## src/rtl/lc3_mmio_pkg.sv

```systemverilog
// Package: lc3_mmio_pkg
// Shared types and constants for the LC-3 memory / I-O bus controller.
//   - bus_state_t  : bus FSM states
//   - *_OFS        : register offsets within a 4-word channel window
//   - *_BIT        : status register bit positions
//   - INT_*        : interrupt priority / vector constants
//   - rxsr_word()  : packs the RX status register read value
// Optional feature macro: LC3_MMIO_TIMER_EN (timer addresses/vector below).
package lc3_mmio_pkg;

    typedef enum logic [1:0] {
        IDLE = 2'd0,
        MEM  = 2'd1,
        IO   = 2'd2,
        DONE = 2'd3
    } bus_state_t;

    localparam logic [1:0] RXSR_OFS = 2'd0;
    localparam logic [1:0] RXDR_OFS = 2'd1;
    localparam logic [1:0] TXSR_OFS = 2'd2;
    localparam logic [1:0] TXDR_OFS = 2'd3;

    localparam int unsigned RXSR_NE_BIT    = 15;
    localparam int unsigned RXSR_IE_BIT    = 14;
    localparam int unsigned RXSR_OVF_BIT   = 13;
    localparam int unsigned TXSR_EMPTY_BIT = 15;
    localparam int unsigned TMSR_EXP_BIT   = 15;
    localparam int unsigned TMSR_IE_BIT    = 14;

    localparam logic [2:0]  INT_PRIO     = 3'd4;
    localparam logic [7:0]  INT_VEC_BASE = 8'h80;
    localparam logic [7:0]  TIMER_VEC    = 8'hFF;

    localparam logic [15:0] TMR_ADDR  = 16'hFFF0;
    localparam logic [15:0] TMSR_ADDR = 16'hFFF1;

    function automatic logic [15:0] rxsr_word(input logic       not_empty,
                                              input logic       ie,
                                              input logic       ovf,
                                              input logic [3:0] occ);
        logic [15:0] w;
        w                = '0;
        w[RXSR_NE_BIT]   = not_empty;
        w[RXSR_IE_BIT]   = ie;
        w[RXSR_OVF_BIT]  = ovf;
        w[3:0]           = occ;
        return w;
    endfunction

endpackage

```

## src/rtl/lc3_mmio_rxfifo.sv

```systemverilog
// Module: lc3_mmio_rxfifo
// Per-channel receive FIFO (byte wide, DEPTH entries, DEPTH a power of 2).
// Ports:
//   clk_i, rst_ni  clock, asynchronous active-low reset
//   valid_i/data_i incoming byte from the device
//   ready_o        byte will be accepted this cycle
//   pop_i          consume head byte (ignored when empty)
//   clr_ovf_i      clear the sticky overflow flag
//   data_o         head byte (meaningless when empty)
//   count_o        occupancy
//   empty_o        FIFO empty
//   ovf_o          sticky: a byte was offered while no space was available
module lc3_mmio_rxfifo #(
    parameter int unsigned DEPTH = 4
) (
    input  logic                     clk_i,
    input  logic                     rst_ni,
    input  logic                     valid_i,
    input  logic [7:0]               data_i,
    input  logic                     pop_i,
    input  logic                     clr_ovf_i,
    output logic                     ready_o,
    output logic [7:0]               data_o,
    output logic [$clog2(DEPTH):0]   count_o,
    output logic                     empty_o,
    output logic                     ovf_o
);

    localparam int unsigned    AW       = $clog2(DEPTH);
    localparam logic [AW-1:0]  PTR_ONE  = (AW)'(1);
    localparam logic [AW:0]    CNT_ONE  = (AW+1)'(1);
    localparam logic [AW:0]    CNT_FULL = (AW+1)'(DEPTH);

    logic [7:0]    mem_q [DEPTH];
    logic [AW-1:0] wr_ptr_q, rd_ptr_q;
    logic [AW:0]   count_q;
    logic          ovf_q;
    logic          full, do_pop, do_push;

    assign empty_o = (count_q == '0);
    assign full    = (count_q == CNT_FULL);
    assign do_pop  = pop_i && !empty_o;
    // A pop in the same cycle frees a slot, so a full FIFO can still accept.
    assign ready_o = !full || do_pop;
    assign do_push = valid_i && ready_o;
    assign data_o  = mem_q[rd_ptr_q];
    assign count_o = count_q;
    assign ovf_o   = ovf_q;

    always_ff @(posedge clk_i) begin
        if (do_push) begin
            mem_q[wr_ptr_q] <= data_i;
        end
    end

    always_ff @(posedge clk_i or negedge rst_ni) begin
        if (!rst_ni) begin
            wr_ptr_q <= '0;
            rd_ptr_q <= '0;
            count_q  <= '0;
            ovf_q    <= 1'b0;
        end else begin
            if (do_push) wr_ptr_q <= wr_ptr_q + PTR_ONE;
            if (do_pop)  rd_ptr_q <= rd_ptr_q + PTR_ONE;
            case ({do_push, do_pop})
                2'b10:   count_q <= count_q + CNT_ONE;
                2'b01:   count_q <= count_q - CNT_ONE;
                default: count_q <= count_q;
            endcase
            ovf_q <= (ovf_q && !clr_ovf_i) || (valid_i && !ready_o);
        end
    end

endmodule

```

## src/rtl/lc3_mmio_bus.sv

```systemverilog
// Module: lc3_mmio_bus
// LC-3 bus controller: routes core accesses to main memory (with MEM_WAIT
// wait states) or to NUM_CH console channels, each with an RX FIFO, a TX
// holding register and an interrupt enable. Channel c occupies
// IO_BASE+4c .. IO_BASE+4c+3 (RXSR, RXDR, TXSR, TXDR).
// Ports:
//   clk, rst (async, active-low)
//   cpu_en/cpu_we/cpu_addr/cpu_wdata -> cpu_rdata/cpu_rdy  core side
//   mem_en/mem_we/mem_addr/mem_wdata <- mem_rdata          memory side
//   rx_valid/rx_data -> rx_ready                           device RX
//   tx_valid/tx_data <- tx_ready                           device TX
//   irq/intv/intp                                          interrupt request
// Optional feature: define LC3_MMIO_TIMER_EN to add the interval timer
// (TMR at FFF0, TMSR at FFF1, vector 8'hFF, priority over all channels).
module lc3_mmio_bus
    import lc3_mmio_pkg::*;
#(
    parameter int unsigned NUM_CH     = 2,
    parameter int unsigned FIFO_DEPTH = 4,
    parameter int unsigned MEM_WAIT   = 2,
    parameter logic [15:0] IO_BASE    = 16'hFE00
) (
    input  logic                  clk,
    input  logic                  rst,
    input  logic                  cpu_en,
    input  logic                  cpu_we,
    input  logic [15:0]           cpu_addr,
    input  logic [15:0]           cpu_wdata,
    output logic [15:0]           cpu_rdata,
    output logic                  cpu_rdy,
    output logic                  mem_en,
    output logic                  mem_we,
    output logic [15:0]           mem_addr,
    output logic [15:0]           mem_wdata,
    input  logic [15:0]           mem_rdata,
    input  logic [NUM_CH-1:0]     rx_valid,
    input  logic [8*NUM_CH-1:0]   rx_data,
    output logic [NUM_CH-1:0]     rx_ready,
    output logic [NUM_CH-1:0]     tx_valid,
    output logic [8*NUM_CH-1:0]   tx_data,
    input  logic [NUM_CH-1:0]     tx_ready,
    output logic                  irq,
    output logic [7:0]            intv,
    output logic [2:0]            intp
);

    localparam int unsigned CW      = $clog2(FIFO_DEPTH) + 1;
    localparam logic [15:0] IO_SPAN = 16'(4 * NUM_CH);

    bus_state_t  state_q, state_d;
    logic [3:0]  wait_q, wait_d;
    logic [15:0] addr_q, addr_d;
    logic [15:0] wdata_q, wdata_d;
    logic [15:0] rdata_q, rdata_d;
    logic        we_q, we_d;

    logic [4:0]         ofs;
    logic [1:0]         reg_sel;
    logic [2:0]         ch_sel;
    logic               io_ch_acc;
    logic [NUM_CH-1:0]  ch_hit;
    logic [NUM_CH-1:0]  req;
    logic [15:0]        chan_rd [NUM_CH];
    logic [15:0]        rd_val;

    function automatic logic in_chan_range(input logic [15:0] a);
        logic [15:0] d;
        d = a - IO_BASE;
        return (a >= IO_BASE) && (d < IO_SPAN);
    endfunction

    function automatic logic is_io(input logic [15:0] a);
`ifdef LC3_MMIO_TIMER_EN
        return in_chan_range(a) || (a == TMR_ADDR) || (a == TMSR_ADDR);
`else
        return in_chan_range(a);
`endif
    endfunction

    assign ofs       = 5'(addr_q - IO_BASE);
    assign reg_sel   = ofs[1:0];
    assign ch_sel    = ofs[4:2];
    assign io_ch_acc = (state_q == IO) && in_chan_range(addr_q);

    for (genvar c = 0; c < NUM_CH; c++) begin : g_ch
        logic          pop, wr_rxsr, wr_txdr, empty, ovf;
        logic [7:0]    head;
        logic [CW-1:0] count;
        logic          ie_q, tx_v_q;
        logic [7:0]    tx_d_q;
        logic [15:0]   rd;

        assign ch_hit[c] = io_ch_acc && (ch_sel == 3'(c));
        assign pop       = ch_hit[c] && !we_q && (reg_sel == RXDR_OFS);
        assign wr_rxsr   = ch_hit[c] &&  we_q && (reg_sel == RXSR_OFS);
        assign wr_txdr   = ch_hit[c] &&  we_q && (reg_sel == TXDR_OFS);

        lc3_mmio_rxfifo #(.DEPTH(FIFO_DEPTH)) u_fifo (
            .clk_i     (clk),
            .rst_ni    (rst),
            .valid_i   (rx_valid[c]),
            .data_i    (rx_data[8*c +: 8]),
            .pop_i     (pop),
            .clr_ovf_i (wr_rxsr),
            .ready_o   (rx_ready[c]),
            .data_o    (head),
            .count_o   (count),
            .empty_o   (empty),
            .ovf_o     (ovf)
        );

        always_ff @(posedge clk or negedge rst) begin
            if (!rst) begin
                ie_q   <= 1'b0;
                tx_v_q <= 1'b0;
                tx_d_q <= '0;
            end else begin
                if (wr_rxsr) ie_q <= wdata_q[RXSR_IE_BIT];
                // Holding register is single-entry: writes while full are dropped.
                if (tx_v_q) begin
                    if (tx_ready[c]) tx_v_q <= 1'b0;
                end else if (wr_txdr) begin
                    tx_v_q <= 1'b1;
                    tx_d_q <= wdata_q[7:0];
                end
            end
        end

        always_comb begin
            rd = '0;
            if (!we_q) begin
                case (reg_sel)
                    RXSR_OFS: rd = rxsr_word(!empty, ie_q, ovf, 4'(count));
                    RXDR_OFS: rd = {8'h00, empty ? 8'h00 : head};
                    TXSR_OFS: rd[TXSR_EMPTY_BIT] = !tx_v_q;
                    default:  rd = '0;
                endcase
            end
        end

        assign chan_rd[c]         = rd;
        assign req[c]             = ie_q && !empty;
        assign tx_valid[c]        = tx_v_q;
        assign tx_data[8*c +: 8]  = tx_d_q;
    end

`ifdef LC3_MMIO_TIMER_EN
    logic [15:0] tmr_q, tcnt_q;
    logic        texp_q, tie_q;
    logic        tmr_wr, tmsr_wr;

    assign tmr_wr  = (state_q == IO) && we_q && (addr_q == TMR_ADDR);
    assign tmsr_wr = (state_q == IO) && we_q && (addr_q == TMSR_ADDR);

    always_ff @(posedge clk or negedge rst) begin
        if (!rst) begin
            tmr_q  <= '0;
            tcnt_q <= '0;
            texp_q <= 1'b0;
            tie_q  <= 1'b0;
        end else begin
            if (tmsr_wr) tie_q <= wdata_q[TMSR_IE_BIT];
            if (tmr_wr) begin
                tmr_q  <= wdata_q;
                tcnt_q <= wdata_q;
                if (tmsr_wr) texp_q <= 1'b0;
            end else if (tmr_q != '0 && tcnt_q == '0) begin
                texp_q <= 1'b1;
                tcnt_q <= tmr_q;
            end else begin
                if (tmr_q != '0) tcnt_q <= tcnt_q - 16'd1;
                if (tmsr_wr)     texp_q <= 1'b0;
            end
        end
    end
`endif

    always_comb begin
        rd_val = '0;
        for (int unsigned i = 0; i < NUM_CH; i++) begin
            if (ch_hit[i]) rd_val = chan_rd[i];
        end
`ifdef LC3_MMIO_TIMER_EN
        if (state_q == IO && !we_q && addr_q == TMR_ADDR)  rd_val = tmr_q;
        if (state_q == IO && !we_q && addr_q == TMSR_ADDR) rd_val = {texp_q, tie_q, 14'd0};
`endif
    end

    always_comb begin
        logic found;
        found = 1'b0;
        irq   = 1'b0;
        intv  = '0;
        intp  = '0;
        for (int unsigned i = 0; i < NUM_CH; i++) begin
            if (req[i] && !found) begin
                found = 1'b1;
                intv  = INT_VEC_BASE + 8'(i);
            end
        end
`ifdef LC3_MMIO_TIMER_EN
        if (tie_q && texp_q) begin
            found = 1'b1;
            intv  = TIMER_VEC;
        end
`endif
        irq = found;
        if (found) intp = INT_PRIO;
    end

    always_comb begin
        state_d = state_q;
        wait_d  = wait_q;
        addr_d  = addr_q;
        we_d    = we_q;
        wdata_d = wdata_q;
        rdata_d = rdata_q;
        case (state_q)
            IDLE: begin
                if (cpu_en) begin
                    addr_d  = cpu_addr;
                    we_d    = cpu_we;
                    wdata_d = cpu_wdata;
                    wait_d  = 4'(MEM_WAIT);
                    state_d = is_io(cpu_addr) ? IO : MEM;
                end
            end
            MEM: begin
                if (wait_q == '0) begin
                    rdata_d = we_q ? '0 : mem_rdata;
                    state_d = DONE;
                end else begin
                    wait_d = wait_q - 4'd1;
                end
            end
            IO: begin
                rdata_d = rd_val;
                state_d = DONE;
            end
            DONE:    state_d = IDLE;
            default: state_d = IDLE;
        endcase
    end

    always_ff @(posedge clk or negedge rst) begin
        if (!rst) begin
            state_q <= IDLE;
            wait_q  <= '0;
            addr_q  <= '0;
            we_q    <= 1'b0;
            wdata_q <= '0;
            rdata_q <= '0;
        end else begin
            state_q <= state_d;
            wait_q  <= wait_d;
            addr_q  <= addr_d;
            we_q    <= we_d;
            wdata_q <= wdata_d;
            rdata_q <= rdata_d;
        end
    end

    // Outputs decode straight from the state register so reset drops them at once.
    assign mem_en    = (state_q == MEM);
    assign mem_we    = mem_en && we_q;
    assign mem_addr  = mem_en ? addr_q : '0;
    assign mem_wdata = (mem_en && we_q) ? wdata_q : '0;
    assign cpu_rdy   = (state_q == DONE);
    assign cpu_rdata = cpu_rdy ? rdata_q : '0;

endmodule
```

## config.mk

```make
export PLATFORM = sky130hd
export DESIGN_NAME = lc3_mmio_bus
export DESIGN_NICKNAME = d
export VERILOG_FILES = /design/src/rtl/lc3_mmio_pkg.sv /design/src/rtl/lc3_mmio_rxfifo.sv /design/src/rtl/lc3_mmio_bus.sv
export SDC_FILE = /design/constraint.sdc
export NUM_CORES = 1
export LEC_CHECK = 0
export CAP_MARGIN = 20
export CORE_MARGIN = 10
export CORE_UTILIZATION = 23
export CTS_CLUSTER_DIAMETER = 150
export CTS_CLUSTER_SIZE = 40
export DETAILED_ROUTE_END_ITERATION = 6
export GPL_ROUTABILITY_DRIVEN = 0
export GPL_TIMING_DRIVEN = 0
export SETUP_SLACK_MARGIN = 0.4
export SYNTH_ARGS = -nofsm -noshare
export SYNTH_HDL_FRONTEND = slang
export SYNTH_SLANG_ARGS = --single-unit
```

## constraint.sdc

```tcl
create_clock -name clk -period 2.61 [get_ports clk]
set_input_delay 0.261 -clock clk [delete_from_list [all_inputs] [get_ports clk]]
set_output_delay 0.261 -clock clk [all_outputs]
set_load 0.01 [all_outputs]
```

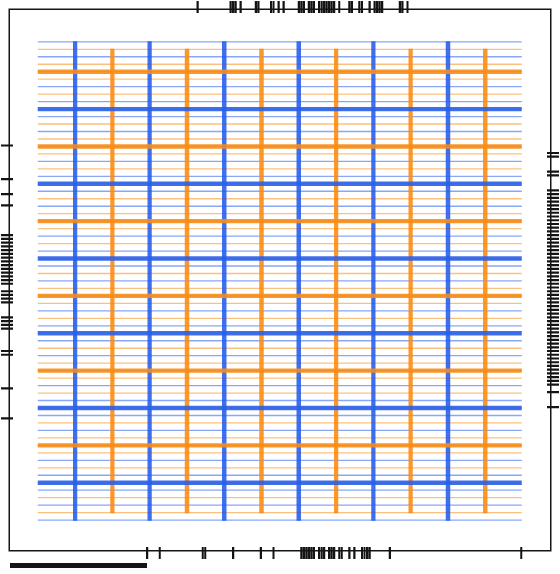
Run 1: floorplan with the power grid
Bar = 50 um. Pins as bars on the die edge.
VSS: drawn in blue. VDD: drawn in orange.
65 met1 rails follow the rows. 155 signal pins sit on the boundary. The core has 64 rows.
floorplan die width: 197 um
Core Box Area: 0.0307 mm^2
worst vdd ir: 0.521 mV
die height: 197 um

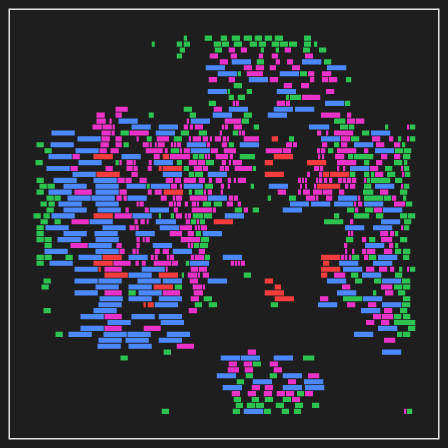
Run 1: placed cells, one color a class
flops: drawn in blue, cells 155. clock drivers and dummy loads: drawn in red, cells 32. other buffers and delay cells: drawn in green, cells 232. all other logic: drawn in magenta, cells 358.
cell area after layout: 0.0108 mm^2
Rows: 64
flop share of the area: 38.9%

==> qor.yml, run 1 <==
clock.fmax_mhz: 369
rsz0062_at_grt: "yes"
fin_hold_ws_ns: 0.322
cp_max_fo: 4
outcome: "complete, but fails checks"
synth.most_common_cell: "dfrtp_1"
grt_antenna_before_repair: 1
buf_share_pct: 20.8
syn_to_final_growth_pct: 50.5
cp.buffers_inverters: 4
cp.arrival_ns: 3.02
area_leaders: "dfrtp_1 32%, edfxtp_1 27%, mux2_2 8.2%"
cts_tree: "built"
final_cell_mix: "90 x clkdlybuf4s50_1, 89 x dfrtp_1, 64 x edfxtp_1"
gr-max-usage-layer: "met2"
edf_count: 64
synthArstFlopShare_pct: 58.7
hold_viol: 0
cts_root_buf: "clkbuf_16"
clkCellAreaFrac_pct: 5.67
yosysTopAreaCell: "dfrtp_1"
setup_viol: 4
firstDrtPassIters: 4
logic_family: "multiplexers"
met2_usage_pct: 18.2
grt_max_degree: 63
layout.cells.most_common: "clkdlybuf4s50_1"
crit_path_end_kind: "register"
p_int_mw: 7.14
met1_usage_pct: 14.2
drive_above_1_share_pct: 38.2
hold_path.class: "primary input to async pin"
dp.cells: 1090
clk_pin_slew_worst_paths_ns: 0.07
buffers: 232
failed_checks: "setup timing"
io_buffers: 146
antenna_cells: 1
final.setup.worst_slack_ns: -0.102
cts_resized: 205
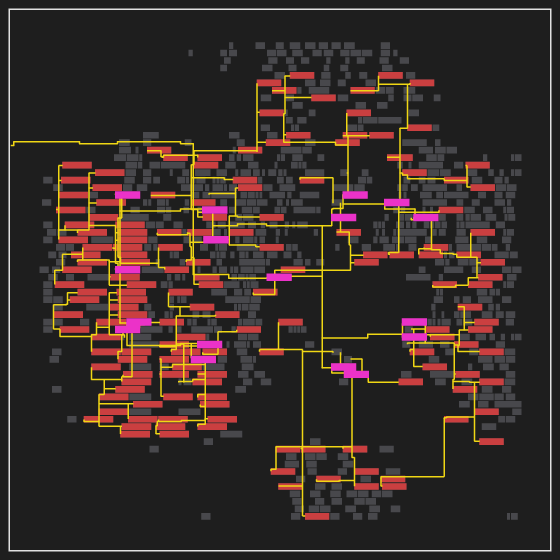
Run 1: clock wires, drivers and flops
clock wires: drawn in yellow, length 2,280 um. cells driving clock nets: drawn in magenta, count 17. flip-flops: drawn in red, count 155.
There are 18 routed clock nets.
Worst Skew: 0.0125 ns
Power Clock: 2.63 mW
Clk Latency, worst-skew pair: 0.43 ns
Clock power frac: 24.0%

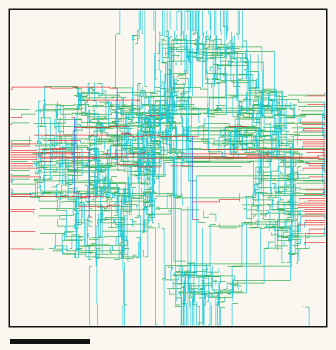
Run 1: metal layers overlaid
Bar = 50 um.
met3: drawn in red, wire length 1,700 um. met1: drawn in green, wire length 9,730 um. met2: drawn in cyan, wire length 11,100 um. met4: drawn in blue, wire length 188 um.
via count: 5,158
wire per inst: 19.3 um
routed wire length: 22,700 um
gr usage total: 11.2%

-- run 1: state kept, by name, indices dropped and copies added (netlist names), 4 cells and up --
signal and cells:
g_ch.u_fifo.count_o 6, g_ch.u_fifo.mem_q 64, g_ch.tx_d_q 16, addr_q 16
g_ch.u_fifo.rd_ptr_q 4, wait_q 4, wdata_q 16, rdata_q 16
g_ch.u_fifo.wr_ptr_q 4
-- run 1: path summary, 6_finish.rpt --
kind                                          from                               endpoint  slack [ns]
setup reg to reg             addr_q[9]$_DFFE_PN0P_  g_ch[1].u_fifo.count_o[2]$_DFFE_PN0P_       -0.10
setup / recovery             addr_q[9]$_DFFE_PN0P_  g_ch[1].u_fifo.count_o[2]$_DFFE_PN0P_       -0.10
hold reg to reg            rdata_q[11]$_DFFE_PN0P_                rdata_q[11]$_DFFE_PN0P_        0.46
max in group asynchronous                      rst  g_ch[0].u_fifo.count_o[2]$_DFFE_PN0P_        1.57
hold / removal                                 rst          g_ch[1].tx_d_q[4]$_DFFE_PN0P_        0.32
min in group clk                     mem_rdata[10]                rdata_q[10]$_DFFE_PN0P_        0.39
-- run 1: power by group through the flow --
stage          logic (mW)  clock network, mW  registers, mW
3_3_place_gp         3.44                  0           3.78
2_1_floorplan        2.10                  0           3.64
6_report             4.54               2.63           3.78
3_5_place_dp         3.52                  0           3.80
5_1_grt              4.93               2.80           3.88
4_1_cts              3.94               2.70           3.75
-- run 1: stage by stage --
step                      instance area, um^2  power, mW
after detailed placement                 9250       7.31
after global routing                    10800       11.6
after global placement                   9230       7.22
final                                   10800       11.0
after floorplan                          7270       5.74
after CTS                               10300       10.4
-- run 1: layer usage --
metal  vias to the layer above  part of all wire (%)
li1                       2393                     -
met1                      2598                    43
met2                       155                    49
met3                        12                   7.5
met4                         0                  0.83
met5                         -                     0
==> run 2: changes to the inputs <==
--- a/config.mk
+++ b/config.mk
@@ -11,9 +11,8 @@
 export CTS_CLUSTER_DIAMETER = 150
 export CTS_CLUSTER_SIZE = 40
 export DETAILED_ROUTE_END_ITERATION = 6
-export GPL_ROUTABILITY_DRIVEN = 0
 export GPL_TIMING_DRIVEN = 0
-export SETUP_SLACK_MARGIN = 0.4
+export SETUP_SLACK_MARGIN = 0.3
 export SYNTH_ARGS = -nofsm -noshare
 export SYNTH_HDL_FRONTEND = slang
 export SYNTH_SLANG_ARGS = --single-unit
==> constraint.sdc (replaced) <==
create_clock -name clk -period 3 [get_ports clk]
set_input_delay 0.3 -clock clk [delete_from_list [all_inputs] [get_ports clk]]
set_output_delay 0.3 -clock clk [all_outputs]
set_load 0.01 [all_outputs]
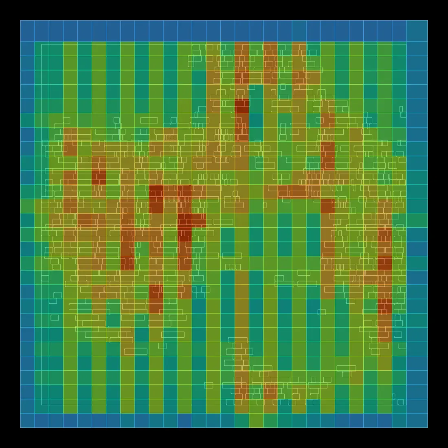
Run 2: track usage over the die
grt peak-use layer: met2
met3 usage: 3.45%
met2 usage: 17.5%
GRT met1 Usage: 14.6%

==> qor.yml, run 2 <==
worstPathCellList: "inv_1, ha_2, and4_4, nand4_4, o2111ai_4, buf_6, and2_4, inv_2, ha_4, inv_2, fa_2, xor2_1, nor2_1, xor2_1"
initialDrtViolationCount: 407
area_leaders: "dfrtp_1 32%, edfxtp_1 27%, mux2_2 8.2%"
yosysWarnings: 0
largest_reg_flops: 64  # unchanged
antenna_left: 0
cpLargestDelayFamily: "simple AND/OR/NAND/NOR gates"
place_ws_ns: -0.181
hold_start: "mem_rdata[10]"
top_layer: "met4"
top_register: "g_ch.u_fifo.mem_q"
clockPowerShare_pct: 25.3  # +1.3 points
worstReg2RegStart: "state_q[0]$_DFFE_PN0P_"
layout.cells.most_common: "clkdlybuf4s50_1"
core_mm2: 0.0307  # unchanged
outcome: "complete, no violations"
min_to: "rdata_q[10]$_DFFE_PN0P_"
io_buffers: 146  # unchanged
cts_root_buf: "clkbuf_16"
numCtsBuffers: 17
pg_comb_mw: 3.23  # -29%
powerSeq_mw: 3.27  # -13%
grt_max_degree: 55  # -13%
wl_per_cell_um: 18.7  # -3.4%
route.met2.wl_um: 9980  # -9.9%
hold_path.class: "primary input to register"
synthArstFlopShare_pct: 58.7  # unchanged
clock.fmax_mhz: 363  # -1.6%
final_cell_mix: "143 x clkdlybuf4s50_1, 91 x dfrtp_1, 64 x edfxtp_1"
maxPowerGroup: "sequential cells"
syn_inst: 540
cp.buffers_inverters: 4  # unchanged
cp.required_ns: 3.30
edf_count: 64  # unchanged
cp_max_fo: 5  # +1
clk_pin_slew_worst_paths_ns: 0.07  # about the same
yosysTopAreaCell: "dfrtp_1"
final.setup.worst_slack_ns: 0.243  # +0.345 ns
crit_path_end_kind: "register"
cp.arrival_ns: 3.06  # +0.04 ns
p_int_mw: 5.61  # -21%
worst_clock_skew_ns: 0.0157  # +0.00318 ns
r2r_end: "g_ch[0].u_fifo.count_o[2]$_DFFE_PN0P_"
cts_tree: "built"
rsz0062_at_grt: "yes"
ff2ff_setup_slack_ns: 0.24  # +0.34 ns
cts_resized: 52  # -75%
die_w_um: 197  # unchanged
final_nets: 827
vdd_drop_max_mv: 0.385  # -26%
die_h_um: 197  # unchanged
synth.most_common_cell: "dfrtp_1"
clk-power_mw: 2.21  # -16%
vias: 4997  # -3.1%
firstDrtPassIters: 5  # +1
grt_antenna_before_repair: 2  # +1
totalPowerFinal_mw: 8.71  # -21%
logic_family: "multiplexers"
-- run 2: area by class of cell --
cell class	count	area (um^2)	share of cell area, %
Buffer	34	209	2.07
Inverter	21	78.8	0.780
Multi-Input combinational cell	337	2860	28.3
Antenna cell	1	2.50	0.0248
Clock inverter	15	173	1.71
Tap cell	396	495	4.90
Sequential cell	155	4200	41.6
Clock buffer	17	425	4.21
Timing Repair Buffer	168	1660	16.4
-- run 2: worst max-delay path by stage --
stage	from	end	slack [ns]	cells after the start
2_1_floorplan	addr_q[9]$_DFFE_PN0P_	g_ch[0].u_fifo.count_o[1]$_DFFE_PN0P_	0.31	10
3_3_place_gp	rst	g_ch[1].u_fifo.wr_ptr_q[0]$_DFFE_PN0P_	-2.14	1
3_5_place_dp	addr_q[9]$_DFFE_PN0P_	g_ch[0].u_fifo.count_o[1]$_DFFE_PN0P_	-0.18	10
4_1_cts	addr_q[10]$_DFFE_PN0P_	g_ch[0].u_fifo.count_o[2]$_DFFE_PN0P_	0.26	11
5_1_grt	addr_q[10]$_DFFE_PN0P_	g_ch[1].u_fifo.count_o[2]$_DFFE_PN0P_	0.12	13
6_report	state_q[0]$_DFFE_PN0P_	g_ch[0].u_fifo.count_o[2]$_DFFE_PN0P_	0.24	14
-- run 2: through the flow --
step           instance area [um^2]  utilization [%]  hold WS (ns)  TNS (ns)  instances
6_report                      10100             32.9         0.411         0       1144
3_5_place_dp                   9170             29.9         0.420    -0.624       1090
2_1_floorplan                  7190                -       0.00441         0        547
3_3_place_gp                   9150             29.8         0.447   -193.99       1089
5_1_grt                       10100             32.9         0.427         0       1144
4_1_cts                       10100             32.8         0.399         0       1141
-- run 2: tightest hold or removal path, delay by kind of cell --
kind	cells	cell delay, ns
buffers and inverters	1	0.40
AND/OR/NAND/NOR	2	0.11
No activity file was given, so power comes from the tool's default toggle rates.
